===== src/rtl/i2s_pkg.sv =====
// Shared types and constants for the I2S slave receiver.
package i2s_pkg;

    typedef enum logic [1:0] {
        SYNC_WAIT = 2'd0,
        LEFT      = 2'd1,
        RIGHT     = 2'd2
    } state_e;

    localparam int   DATA_WIDTH_DEFAULT = 16;
    localparam logic LEFT_CH            = 1'b0;
    localparam logic RIGHT_CH           = 1'b1;

endpackage


===== src/rtl/i2s_sync.sv =====
// Two-flop synchronizer for one asynchronous bus line; clears to 0 on reset.
module i2s_sync (
    input  logic clk,
    input  logic reset,
    input  logic d,
    output logic q
);

    logic meta_q, meta_d;
    logic sync_q, sync_d;

    always_comb begin
        meta_d = d;
        sync_d = meta_q;
    end

    always_ff @(posedge clk or negedge reset) begin
        if (!reset) begin
            meta_q <= 1'b0;
            sync_q <= 1'b0;
        end else begin
            meta_q <= meta_d;
            sync_q <= sync_d;
        end
    end

    assign q = sync_q;

endmodule


===== src/rtl/i2s_slave_rx.sv =====
// I2S slave receiver: captures MSB-aligned left/right words into a valid/ready frame output.
// Optional saturating overrun counter on port ovr_count when I2S_RX_OVERRUN_CNT_EN is defined.
module i2s_slave_rx
    import i2s_pkg::*;
#(
    parameter int DATA_WIDTH = DATA_WIDTH_DEFAULT
) (
    input  logic                  clk,
    input  logic                  reset,
    input  logic                  SCK,
    input  logic                  WS,
    input  logic                  sd_out,
    input  logic                  en,
    output logic [DATA_WIDTH-1:0] rx_left,
    output logic [DATA_WIDTH-1:0] rx_right,
    output logic                  rx_valid,
    input  logic                  rx_ready,
    output logic                  overrun,
`ifdef I2S_RX_OVERRUN_CNT_EN
    output logic [7:0]            ovr_count,
`endif
    output logic [1:0]            dbg_state
);

    localparam int                    CNT_W   = $clog2(DATA_WIDTH + 1);
    localparam logic [CNT_W-1:0]      CNT_MAX = CNT_W'(DATA_WIDTH);
    localparam logic [DATA_WIDTH-1:0] MSB_ONE = {1'b1, {(DATA_WIDTH-1){1'b0}}};

    logic sck_s, ws_s, sd_s;

    i2s_sync u_sync_sck (.clk(clk), .reset(reset), .d(SCK),    .q(sck_s));
    i2s_sync u_sync_ws  (.clk(clk), .reset(reset), .d(WS),     .q(ws_s));
    i2s_sync u_sync_sd  (.clk(clk), .reset(reset), .d(sd_out), .q(sd_s));

    state_e                state_q, state_d;
    logic                  sck_prev_q, sck_prev_d;
    logic                  ws_prev_q, ws_prev_d;
    logic [DATA_WIDTH-1:0] shift_q, shift_d;
    logic [CNT_W-1:0]      cnt_q, cnt_d;
    logic [DATA_WIDTH-1:0] held_q, held_d;
    logic [DATA_WIDTH-1:0] left_q, left_d;
    logic [DATA_WIDTH-1:0] right_q, right_d;
    logic                  valid_q, valid_d;
    logic                  overrun_q, overrun_d;

    logic                  bit_evt, ws_rise, ws_fall, frame_evt;
    logic [DATA_WIDTH-1:0] word;

    // ws_prev_q holds WS as seen at the previous bit event, so a change is judged per bit.
    assign bit_evt = sck_s & ~sck_prev_q;
    assign ws_rise = bit_evt && (ws_prev_q == LEFT_CH)  && (ws_s == RIGHT_CH);
    assign ws_fall = bit_evt && (ws_prev_q == RIGHT_CH) && (ws_s == LEFT_CH);
    // Current word with this bit placed at its MSB-aligned slot; the mask is zero once saturated.
    assign word    = shift_q | (sd_s ? (MSB_ONE >> cnt_q) : '0);

    always_comb begin
        state_d    = state_q;
        shift_d    = shift_q;
        cnt_d      = cnt_q;
        held_d     = held_q;
        frame_evt  = 1'b0;
        sck_prev_d = sck_s;
        ws_prev_d  = bit_evt ? ws_s : ws_prev_q;

        if (!en) begin
            state_d = SYNC_WAIT;
            shift_d = '0;
            cnt_d   = '0;
            held_d  = '0;
        end else if (bit_evt) begin
            if (ws_rise || ws_fall) begin
                shift_d = '0;
                cnt_d   = '0;
            end else begin
                shift_d = word;
                if (cnt_q != CNT_MAX) cnt_d = cnt_q + CNT_W'(1);
            end
            case (state_q)
                SYNC_WAIT: if (ws_fall) state_d = LEFT;
                LEFT: if (ws_rise) begin
                    held_d  = word;
                    state_d = RIGHT;
                end
                RIGHT: if (ws_fall) begin
                    frame_evt = 1'b1;
                    state_d   = LEFT;
                end
                default: state_d = SYNC_WAIT;
            endcase
        end
    end

    always_comb begin
        left_d    = left_q;
        right_d   = right_q;
        valid_d   = valid_q;
        overrun_d = 1'b0;
        if (frame_evt) begin
            if (!valid_q || rx_ready) begin
                left_d  = held_q;
                right_d = word;
                valid_d = 1'b1;
            end else begin
                overrun_d = 1'b1;
            end
        end else if (valid_q && rx_ready) begin
            valid_d = 1'b0;
        end
    end

    always_ff @(posedge clk or negedge reset) begin
        if (!reset) begin
            state_q    <= SYNC_WAIT;
            sck_prev_q <= 1'b0;
            ws_prev_q  <= 1'b0;
            shift_q    <= '0;
            cnt_q      <= '0;
            held_q     <= '0;
            left_q     <= '0;
            right_q    <= '0;
            valid_q    <= 1'b0;
            overrun_q  <= 1'b0;
        end else begin
            state_q    <= state_d;
            sck_prev_q <= sck_prev_d;
            ws_prev_q  <= ws_prev_d;
            shift_q    <= shift_d;
            cnt_q      <= cnt_d;
            held_q     <= held_d;
            left_q     <= left_d;
            right_q    <= right_d;
            valid_q    <= valid_d;
            overrun_q  <= overrun_d;
        end
    end

`ifdef I2S_RX_OVERRUN_CNT_EN
    logic [7:0] ovr_cnt_q, ovr_cnt_d;

    always_comb begin
        ovr_cnt_d = ovr_cnt_q;
        if (overrun_d && (ovr_cnt_q != 8'hFF)) ovr_cnt_d = ovr_cnt_q + 8'd1;
    end

    always_ff @(posedge clk or negedge reset) begin
        if (!reset) ovr_cnt_q <= 8'd0;
        else        ovr_cnt_q <= ovr_cnt_d;
    end

    assign ovr_count = ovr_cnt_q;
`endif

    assign rx_left   = left_q;
    assign rx_right  = right_q;
    assign rx_valid  = valid_q;
    assign overrun   = overrun_q;
    assign dbg_state = state_q;

endmodule


===== config.mk =====
export PLATFORM = sky130hd
export DESIGN_NAME = i2s_slave_rx
export DESIGN_NICKNAME = d
export VERILOG_FILES = /design/src/rtl/i2s_pkg.sv /design/src/rtl/i2s_sync.sv /design/src/rtl/i2s_slave_rx.sv
export SDC_FILE = /design/constraint.sdc
export NUM_CORES = 1
export LEC_CHECK = 0
export CAP_MARGIN = 10
export CORE_MARGIN = 10
export CORE_UTILIZATION = 59
export DETAILED_ROUTE_END_ITERATION = 10
export GPL_ROUTABILITY_DRIVEN = 0
export PLACE_DENSITY = 0.88
export SLEW_MARGIN = 10
export SYNTH_ARGS = -nofsm -noshare
export SYNTH_HDL_FRONTEND = slang
export SYNTH_SLANG_ARGS = --single-unit

===== constraint.sdc =====
create_clock -name clk -period 3.2 [get_ports clk]
set_input_delay 0.96 -clock clk [delete_from_list [all_inputs] [get_ports clk]]
set_output_delay 0.96 -clock clk [all_outputs]
set_load 0.05 [all_outputs]

==> summary.rpt, run 1 <==
IMPLEMENTATION SUMMARY REPORT
----------------------------------------------------
[Drt]
  Router iterations before antenna repair ........................ 4
  Top layer used by detailed routing ........................ met4
  First DRT Iteration DRCs ........................ 235
  Vias per Instance ........................ 5.96

[Layout]
  Clock-cell share of area ........................ approximately 4.2%
  Clock buffers ........................ 12
  Inverters, non-clock ........................ 21
  Multi-input comb cells ........................ 165
  Core occupancy in the finished layout ........................ roughly 70%

[Synth]
  Cell total in the yosys stat output ........................ 285
  Count of library flops with an enable pin ........................ 0
  Ys flop type ........................ dfrtp_1
  Async set-reset flop share out of synthesis ........................ 100%
  Chip area line of the yosys report ........................ 0.00353 mm^2
  Mean area per synthesized cell ........................ 12.4 um^2
  Yosys warning count ........................ 0
  AND/OR/NAND/NOR Cells, Area Fraction ........................ 9.26%
  Main logic family ........................ AND-OR/OR-AND gates
  Cell with the most instances after synthesis ........................ dfrtp_1

[Status]
  Run status ........................ finished clean

[Setup path]
  Category of the critical setup timing path ........................ register to output pin
  Worst Path Max Fanout ........................ 8
  Reg2Reg Launch Point ........................ cnt_q[4]$_DFFE_PN0P_
  Stages on worst setup path ........................ 1
  Crit Reg-Reg Endpoint ........................ rx_right[9]$_DFFE_PN0P_
  FF-to-FF setup slack ........................ 1.30 ns
  CP endpoint ........................ dbg_state[0]
  Slowest-stage cell, CP ........................ clkdlybuf4s50_1
  Crit-path leading delay family ........................ buffers and inverters

[Placed design]
  Dpl cell area ........................ about 0.004 mm^2
  DPL Wire Length ........................ 4980 um

[Hold path]
  Launch point of the worst hold path ........................ u_sync_ws.meta_q$_DFF_PN0_
  Hold Crit Class ........................ register to register

[Pwr]
  Net switching power of the design ........................ 0.000450 W
  Clock-net power ........................ 0.000659 W
  Power share of the combinational group ........................ 6.2%
  Pwr/cell area ........................ roughly 440 mW/mm^2

[Clocking]
  Number of buffers created by CTS ........................ 9
  H-tree depth reported by CTS ........................ 3

[Timing]
  Setup repair after global routing missed its margin ........................ false
  Setup slack of the critical path after layout ........................ 0.576 ns

----------------------------------------------------
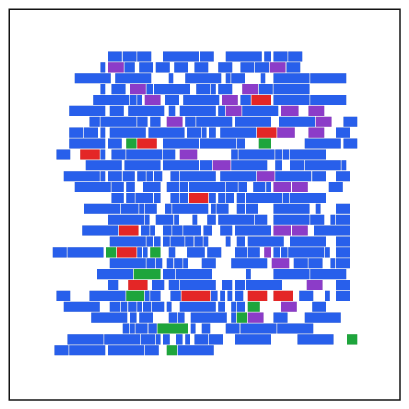
Run 1: cell sizes after repair
Scale: 4 px per um.
- purple: drive 2 (cells 25)
- blue: drive 1 or less (cells 282)
- green: drive 3 to 4 (cells 11)
- red: drive 6 and up (cells 11)
synthesis-to-layout area growth: 16.9%
Layout Cell Area excl Fill: 0.00412 mm^2

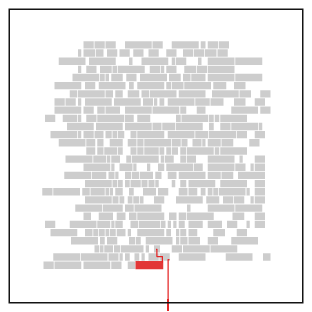
Run 1: port wiring
Scale: 3 px per um.
- red: rx_valid (bits 1; direction output; end cells 1; wire 20.6 um)

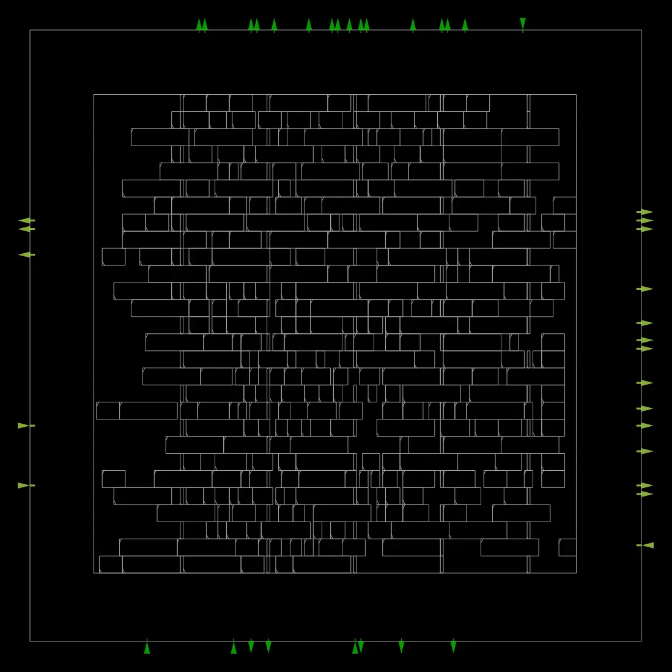
Run 1: placement view
Finished Layout Cells: 404
Flop Count: 81

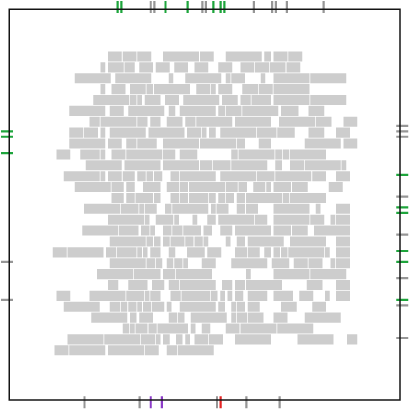
Run 1: ports around the boundary
Scale: 4 px per um. Pins as bars across the die edge, other pins in gray.
- purple: dbg_state (pins 2; direction output; edge south)
- green: rx_right (pins 16; direction output; edge 7 north, 6 east, 3 west)
- red: rx_valid (pins 1; direction output; edge south)
- all pins by edge: 16 north, 14 east, 8 south, 5 west
number of I/O port buffers: 42
vertical die dimension: 97.3 um
Die Span X: 97.3 um

Run 1, metal layers overlaid:
Scale: 4 px per um. Only two layers are drawn.
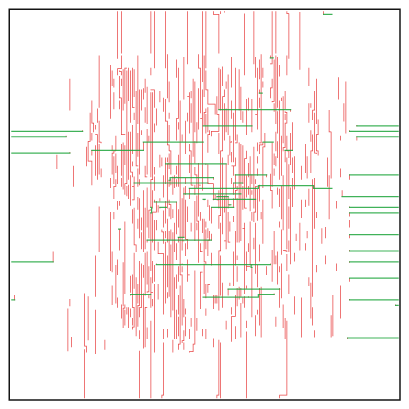

## Run 2: what changed since run 1
- CORE_UTILIZATION: 59 -> 55
- PLACE_DENSITY: 0.88 -> 0.83
- clock period: 3.2 -> 2.6 ns (I/O delays scaled with it)
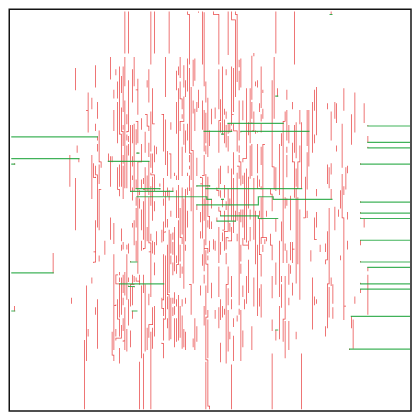
Run 2: metal layers overlaid
Scale: 4 px per um. Only two layers are drawn.
- green: met3 (wire length 402 um)
- red: met2 (wire length 3480 um)

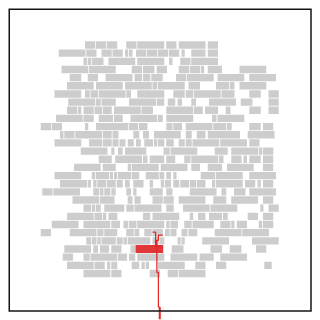
Run 2: port wiring
Scale: 3 px per um.
- red: rx_valid (bits 1; direction output; end cells 1; wire 35.5 um)

==> run 2 against run 1 <==
Sequential share of layout area shrank 1.1 points. First-iteration DRC count fell by 40%. Worst setup slack worse by 0.45 ns. Global-route usage fell by 0.62 points. Largest cell class unchanged. Largest power group unchanged.
==> summary.rpt, run 2 <==
IMPLEMENTATION SUMMARY REPORT
----------------------------------------------------
[Status]
  Run status ........................ finished clean

[Synth]
  Main logic family ........................ AND-OR/OR-AND gates
  Mean area per synthesized cell ........................ about 12 um^2
  Cell total in the yosys stat output ........................ around 290
  AND/OR/NAND/NOR Cells, Area Fraction ........................ 9.26%
  Count of library flops with an enable pin ........................ 0
  Cell type contributing the most total cell area after synthesis ........................ dfrtp_1
  Chip area line of the yosys report ........................ 0.00353 mm^2
  Async set-reset flop share out of synthesis ........................ 100%
  Number of instances in the synthesized netlist ........................ ~290
  Yosys warning count ........................ 0
  Ys flop type ........................ dfrtp_1

[Placed design]
  DPL Wire Length ........................ 4990 um
  Worst Setup Slack post-DPL ........................ 0.266 ns
  Number of I/O port buffers ........................ 42

[Layout]
  Inverters, non-clock ........................ 21
  Multi-input comb cells ........................ 165
  Finished Layout Cells ........................ 410
  Synthesis-to-layout area growth ........................ 19.5%
  Fraction of final layout cells with drive strength greater than 1 ........................ between 15 and 20%
  Core occupancy in the finished layout ........................ 67.1%

[Floorplan]
  Die Span X ........................ 100 um
  Vertical die dimension ........................ 100 um

[Setup path]
  CP endpoint ........................ dbg_state[1]
  Worst Path Max Fanout ........................ 6
  Type of element launching the critical path ........................ register
  Crit Reg-Reg Endpoint ........................ cnt_q[1]$_DFFE_PN0P_
  Stages on worst setup path ........................ 1
  Slowest-stage cell, CP ........................ clkdlybuf4s50_1

[Pwr]
  Clock-net power ........................ around 0.001 W
  Net switching power of the design ........................ between 0.0005 and 0.0006 W
  Power share of the combinational group ........................ 6.0%
  Pwr/cell area ........................ a little under 600 mW/mm^2

[Drt]
  Vias per Instance ........................ 5.90
  Router iterations before antenna repair ........................ 4
  First DRT Iteration DRCs ........................ 142

[Hold path]
  Launch point of the worst hold path ........................ u_sync_sd.meta_q$_DFF_PN0_
  Hold Crit Class ........................ register to register

[Clocking]
  H-tree depth reported by CTS ........................ 3
  Number of buffers created by CTS ........................ 9

[Timing]
  Setup repair after global routing missed its margin ........................ false

----------------------------------------------------
Power figures rest on the tool's default switching activity, not on a simulated workload.
